Figure 1. Cell outlines without signal wires.
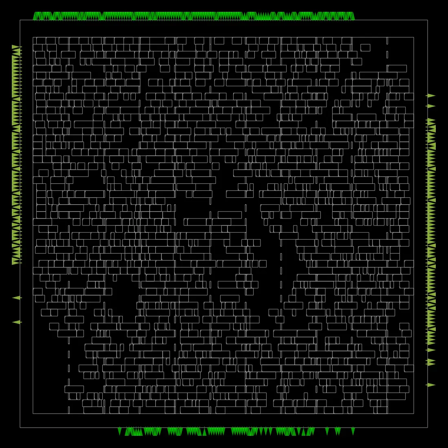
Figure 2. Metal 2.
Drawn at 1.5 px/um. Cells faint in the background.
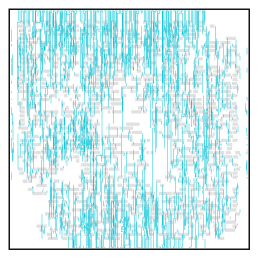
Figure 3. Signal wires on met3.
Drawn at 2 px/um.
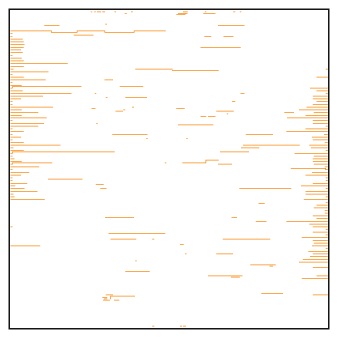
Figure 4. M1 wires.
Drawn at 2 px/um. Supply wires on this layer in grey.
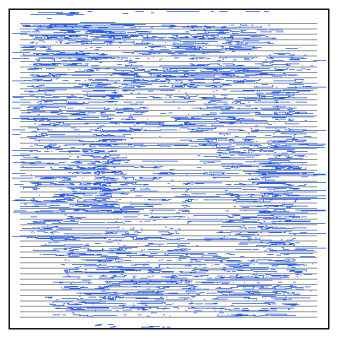
--- config.mk ---
export PLATFORM = sky130hd
export DESIGN_NAME = cordic_sched
export DESIGN_NICKNAME = d
export VERILOG_FILES = /design/src/rtl/cordic_pkg.sv /design/src/rtl/rr_arbiter.sv /design/src/rtl/cordic_sched.sv
export SDC_FILE = /design/constraint.sdc
export NUM_CORES = 1
export LEC_CHECK = 0
export CAP_MARGIN = 20
export CORE_MARGIN = 5
export CORE_UTILIZATION = 35
export DETAILED_ROUTE_END_ITERATION = 12
export PLACE_DENSITY_LB_ADDON = 0.12
export SLEW_MARGIN = 20
export SYNTH_ARGS = -nofsm -noshare
export SYNTH_HDL_FRONTEND = slang
export SYNTH_SLANG_ARGS = --single-unit
--- constraint.sdc ---
create_clock -name clk -period 2.94 [get_ports clk]
set_clock_uncertainty 0.2 [all_clocks]
set_input_delay 0.441 -clock clk [delete_from_list [all_inputs] [get_ports clk]]
set_output_delay 0.441 -clock clk [all_outputs]
set_load 0.005 [all_outputs]
--- src/rtl/cordic_pkg.sv ---
// Shared constants and the in-flight tag type for the CORDIC request scheduler.
package cordic_pkg;

    localparam int          CORDIC_W    = 32;
    localparam int          LAT_DEFAULT = 3;
    localparam int          PORT_W      = 8;
    localparam logic [31:0] FP_ONE      = 32'h3F80_0000;

    typedef struct packed {
        logic              vld;
        logic [PORT_W-1:0] port;
    } tag_t;

    // Index width that stays legal for a single-port build.
    function automatic int sel_w(input int n);
        return (n > 1) ? $clog2(n) : 1;
    endfunction

endpackage

--- src/rtl/rr_arbiter.sv ---
// Round-robin arbiter: one-hot grant, search starts one past the last granted port.
module rr_arbiter
    import cordic_pkg::*;
#(
    parameter  int NPORT = 4,
    localparam int IW    = sel_w(NPORT)
) (
    input  logic             clk,
    input  logic             rst,
    input  logic [NPORT-1:0] req,
    input  logic             upd,
    output logic [NPORT-1:0] grant,
    output logic [IW-1:0]    grant_idx,
    output logic             grant_any
);

    logic [IW-1:0] last_grant;
    logic [IW-1:0] k;

    always_comb begin
        grant     = '0;
        grant_idx = last_grant;
        grant_any = 1'b0;
        k         = '0;
        for (int i = 1; i <= NPORT; i++) begin
            k = IW'((int'(last_grant) + i) % NPORT);
            if (!grant_any && req[k]) begin
                grant_any = 1'b1;
                grant_idx = k;
                grant[k]  = 1'b1;
            end
        end
    end

    // Reset to the last port so port 0 wins the first arbitration.
    always_ff @(posedge clk) begin
        if (!rst) begin
            last_grant <= IW'(NPORT - 1);
        end else if (upd) begin
            last_grant <= grant_idx;
        end
    end

endmodule

--- src/rtl/cordic_sched.sv ---
// cordic_sched: shares one external CORDIC cosine pipeline among NPORT requesters.
// Define CORDIC_SCHED_PERF_EN to add the perf_ops / perf_stall counters.
module cordic_sched
    import cordic_pkg::*;
#(
    parameter int NPORT = 4,
    parameter int W     = CORDIC_W,
    parameter int LAT   = LAT_DEFAULT
) (
    input  logic               clk,
    input  logic               rst,
    input  logic [NPORT-1:0]   req_valid,
    input  logic [NPORT*W-1:0] req_data,
    output logic [NPORT-1:0]   req_ready,
    output logic [W-1:0]       cordic_dataa,
    input  logic [W-1:0]       cordic_result,
    output logic [NPORT-1:0]   rsp_valid,
    output logic [NPORT*W-1:0] rsp_data,
    input  logic [NPORT-1:0]   rsp_ready
`ifdef CORDIC_SCHED_PERF_EN
    ,
    output logic [31:0]        perf_ops,
    output logic [31:0]        perf_stall
`endif
);

    localparam int IW = sel_w(NPORT);

    logic [NPORT-1:0] busy;
    logic [NPORT-1:0] eligible;
    logic [NPORT-1:0] grant;
    logic [NPORT-1:0] rsp_hs;
    logic [IW-1:0]    grant_idx;
    logic             grant_any;
    logic [W-1:0]     sel_data;
    tag_t             tag_p [LAT];

    // A busy port stays ineligible until its result has been taken.
    assign eligible  = req_valid & ~busy & {NPORT{rst}};
    assign rsp_hs    = rsp_valid & rsp_ready;
    assign req_ready = grant;

    rr_arbiter #(.NPORT(NPORT)) u_arb (
        .clk       (clk),
        .rst       (rst),
        .req       (eligible),
        .upd       (grant_any),
        .grant     (grant),
        .grant_idx (grant_idx),
        .grant_any (grant_any)
    );

    always_comb begin
        sel_data = '0;
        for (int p = 0; p < NPORT; p++) begin
            if (grant[p]) sel_data = req_data[p*W +: W];
        end
    end

    // Issue stage: operand register feeding the CORDIC
    always_ff @(posedge clk) begin
        if (!rst) begin
            busy         <= '0;
            cordic_dataa <= '0;
        end else begin
            busy <= (busy & ~rsp_hs) | grant;
            if (grant_any) cordic_dataa <= sel_data;
        end
    end

    // Tag stages: track which port owns each CORDIC slot, no stalls
    always_ff @(posedge clk) begin
        if (!rst) begin
            for (int i = 0; i < LAT; i++) tag_p[i] <= '0;
        end else begin
            tag_p[0] <= '{vld: grant_any, port: PORT_W'(grant_idx)};
            for (int i = 1; i < LAT; i++) tag_p[i] <= tag_p[i-1];
        end
    end

    // Response stage: land the CORDIC output in the owning port's slot
    always_ff @(posedge clk) begin
        if (!rst) begin
            rsp_valid <= '0;
            rsp_data  <= '0;
        end else begin
            for (int p = 0; p < NPORT; p++) begin
                if (tag_p[LAT-1].vld && tag_p[LAT-1].port == PORT_W'(p)) begin
                    rsp_valid[p]       <= 1'b1;
                    rsp_data[p*W +: W] <= cordic_result;
                end else if (rsp_hs[p]) begin
                    rsp_valid[p] <= 1'b0;
                end
            end
        end
    end

`ifdef CORDIC_SCHED_PERF_EN
    function automatic logic [31:0] sat_inc(input logic [31:0] v);
        return (&v) ? v : v + 32'd1;
    endfunction

    always_ff @(posedge clk) begin
        if (!rst) begin
            perf_ops   <= '0;
            perf_stall <= '0;
        end else begin
            if (grant_any) perf_ops <= sat_inc(perf_ops);
            if (|req_valid && !grant_any) perf_stall <= sat_inc(perf_stall);
        end
    end
`endif

endmodule

==> reports/summary.json <==
{
  "r2r_end": {"value": "cordic_dataa[28]"},
  "stage_log_warnings": {"value": 34},
  "internal_power": {"value": 6.037, "unit": "mW"},
  "io_buffer_count": {"value": 337},
  "synth_chip_area": {"value": 7776, "unit": "sq um"},
  "vias_per_cell": {"value": 4.972},
  "detail-route-antenna-nets": {"value": 0},
  "async_flop_share": {"value": 0, "unit": "%"},
  "chipHeight": {"value": 159.1, "unit": "um"},
  "share_clk_of_total_power": {"value": 23.9, "unit": "%"},
  "timing_hold_violations_final": {"value": 0},
  "root_buffer_selected_by_cts": {"value": "sky130_fd_sc_hd__clkbuf_16"},
  "p_switching": {"value": 3.290, "unit": "mW"},
  "synth_top_cell_by_area": {"value": "sky130_fd_sc_hd__dfxtp_1"},
  "timing.final.max_slew_violations": {"value": 0},
  "required_time_of_the_worst_setup_path": {"value": 2.30, "unit": "ns"},
  "fin_crit": {"value": 2.868, "unit": "ns"},
  "cts.htree.levels": {"value": 4},
  "synth_nets": {"value": 1057},
  "critical_path.cell_chain": {"value": "clkdlybuf4s50_1 > buf_4 > nand4b_1 > and2_4 > mux2_4 > mux2i_2 > a221oi_4 > inv_2 > buf_2"},
  "critical_path.reg2reg.startpoint": {"value": "u_arb.last_grant[0]"},
  "grt-ovfl-total": {"value": 0},
  "chipWidth": {"value": 159.1, "unit": "um"},
  "clock_sinks": {"value": 179},
  "crit_end": {"value": "req_ready[2]"},
  "setup.worst_path.start_class": {"value": "primary input"},
  "run_status": {"value": "finished, final reports clean"},
  "remaining_drc_errors": {"value": 0},
  "rows": {"value": 54},
  "drt_wl_total": {"value": 28500, "unit": "um"},
  "cell_area_leaders": {"value": "sky130_fd_sc_hd__dfxtp_1, sky130_fd_sc_hd__a21boi_0, sky130_fd_sc_hd__nand2_1, sky130_fd_sc_hd__a221oi_2, sky130_fd_sc_hd__a22oi_1"},
  "vias": {"value": 7547},
  "route.detailed.wl_per_inst": {"value": 18.77, "unit": "um"},
  "setup-violations-final": {"value": 0},
  "power_frac_comb": {"value": 44.7, "unit": "%"},
  "regArea": {"value": 3587, "unit": "sq um"}
}
Back to the opening pictures, Figure 1:
sequential cell count of the final layout: 179
total number of tap cells: 280
fill count: 1998
Core ar.: 21820 sq um

Back to the opening pictures, Figure 2:
nets with wire on the layer: 1127
share of all routed wire: 47%
longest straight run: 63.9 um
wire length on this layer: 13300 um
main direction: vertical

Back to the opening pictures, Figure 3:
wire length on this layer: 1690 um
share of all routed wire: 5.9%
longest straight run: 51.1 um
nets with wire on the layer: 183
main direction: horizontal

Back to the opening pictures, Figure 4:
wire length on this layer: 12500 um
share of all routed wire: 44%
longest straight run: 47.8 um

per-stage QoR:
stage                     worst slack (ns)  std cells  cell area [sq um]  setup TNS (ns)
final                              0.07153       1518              12350               0
after global routing              -0.02104       1517              12350        -0.02104
after floorplan                     0.2205        879               7776               0
after global placement             -0.4259       1481              11650          -9.150
after detailed placement           -0.4417       1481              11650          -9.736
after CTS                         0.001710       1515              12310               0
cell type report:
class,count,area share (%)
well taps,280,2.836
clock buffers,18,3.556
diodes,3,0.06078
clock inverters,14,1.155
flip-flops and latches,179,29.04
repair buffers,394,31.43
inverters,8,0.2431
multi-input cells,622,31.68
synthesized netlist by cell type (all sizes together) (7+ instances only):
cell type and n:
a21boi 135, a21oi 10, a221oi 33, a22oi 33, and2 9, buf 22
clkbuf 48, dfxtp 179, ha 8, inv 8, nand2 270, nor2 7
o21ai 70
cell usage in the layout, fill, tap and decap left out, types with 4 or more instances in the layout:
cell type,synthesis,layout
sky130_fd_sc_hd__o21ai_1,32,32
sky130_fd_sc_hd__a21oi_1,9,6
sky130_fd_sc_hd__o21ai_0,35,35
sky130_fd_sc_hd__inv_1,7,7
sky130_fd_sc_hd__clkbuf_16,0,17
sky130_fd_sc_hd__nor2_2,0,4
sky130_fd_sc_hd__a21boi_0,135,135
sky130_fd_sc_hd__nand3_1,5,4
sky130_fd_sc_hd__ha_1,8,8
sky130_fd_sc_hd__nor2b_1,4,4
sky130_fd_sc_hd__inv_8,0,4
sky130_fd_sc_hd__buf_4,4,50
sky130_fd_sc_hd__and2_1,8,8
sky130_fd_sc_hd__nand2b_1,5,5
sky130_fd_sc_hd__clkdlybuf4s50_1,0,332
sky130_fd_sc_hd__dfxtp_1,179,178
sky130_fd_sc_hd__a221oi_2,30,30
sky130_fd_sc_hd__buf_12,0,7
sky130_fd_sc_hd__a22oi_1,32,32
sky130_fd_sc_hd__nand2_1,270,269
metal layers:
metal | share of wire [%] | global-route usage (%) | routed length, um | vias to the layer above
li1 | - | - | - | 3716
met1 | 44 | 28.34 | 12520 | 3517
met2 | 47 | 34.38 | 13290 | 265
met3 | 5.9 | 5.126 | 1687 | 49
met4 | 3.5 | 8.802 | 1009 | 0
met5 | 0 | 0 | 0 | -
worst min path at each step:
stage / startpoint / depth (start not counted) / end / slack [ns]
floorplan: tag_p[0][1] / 1 / tag_p[0][10] / 0.21
global placement: tag_p[0][1] / 1 / tag_p[0][10] / 0.21
detailed placement: tag_p[0][1] / 1 / tag_p[0][10] / 0.22
CTS: rst / 3 / u_arb.last_grant[0] / 0.23
global route: rst / 3 / u_arb.last_grant[0] / 0.25
finish: tag_p[0][10] / 1 / tag_p[0][19] / 0.23
sequential cells by signal, summed over array words and instances (netlist names):
name,cells
rsp_data,128
cordic_dataa,32
tag_p,9
busy,4
rsp_valid,4
u_arb.last_grant,2
what timing repair did:
item                                    in CTS  in global routing
endpoints found under the hold margin        0                  0
pin swaps                                    5                  7
endpoints found under the setup margin       6                  4
gates resized                               31                 10
buffers inserted                             2                  0
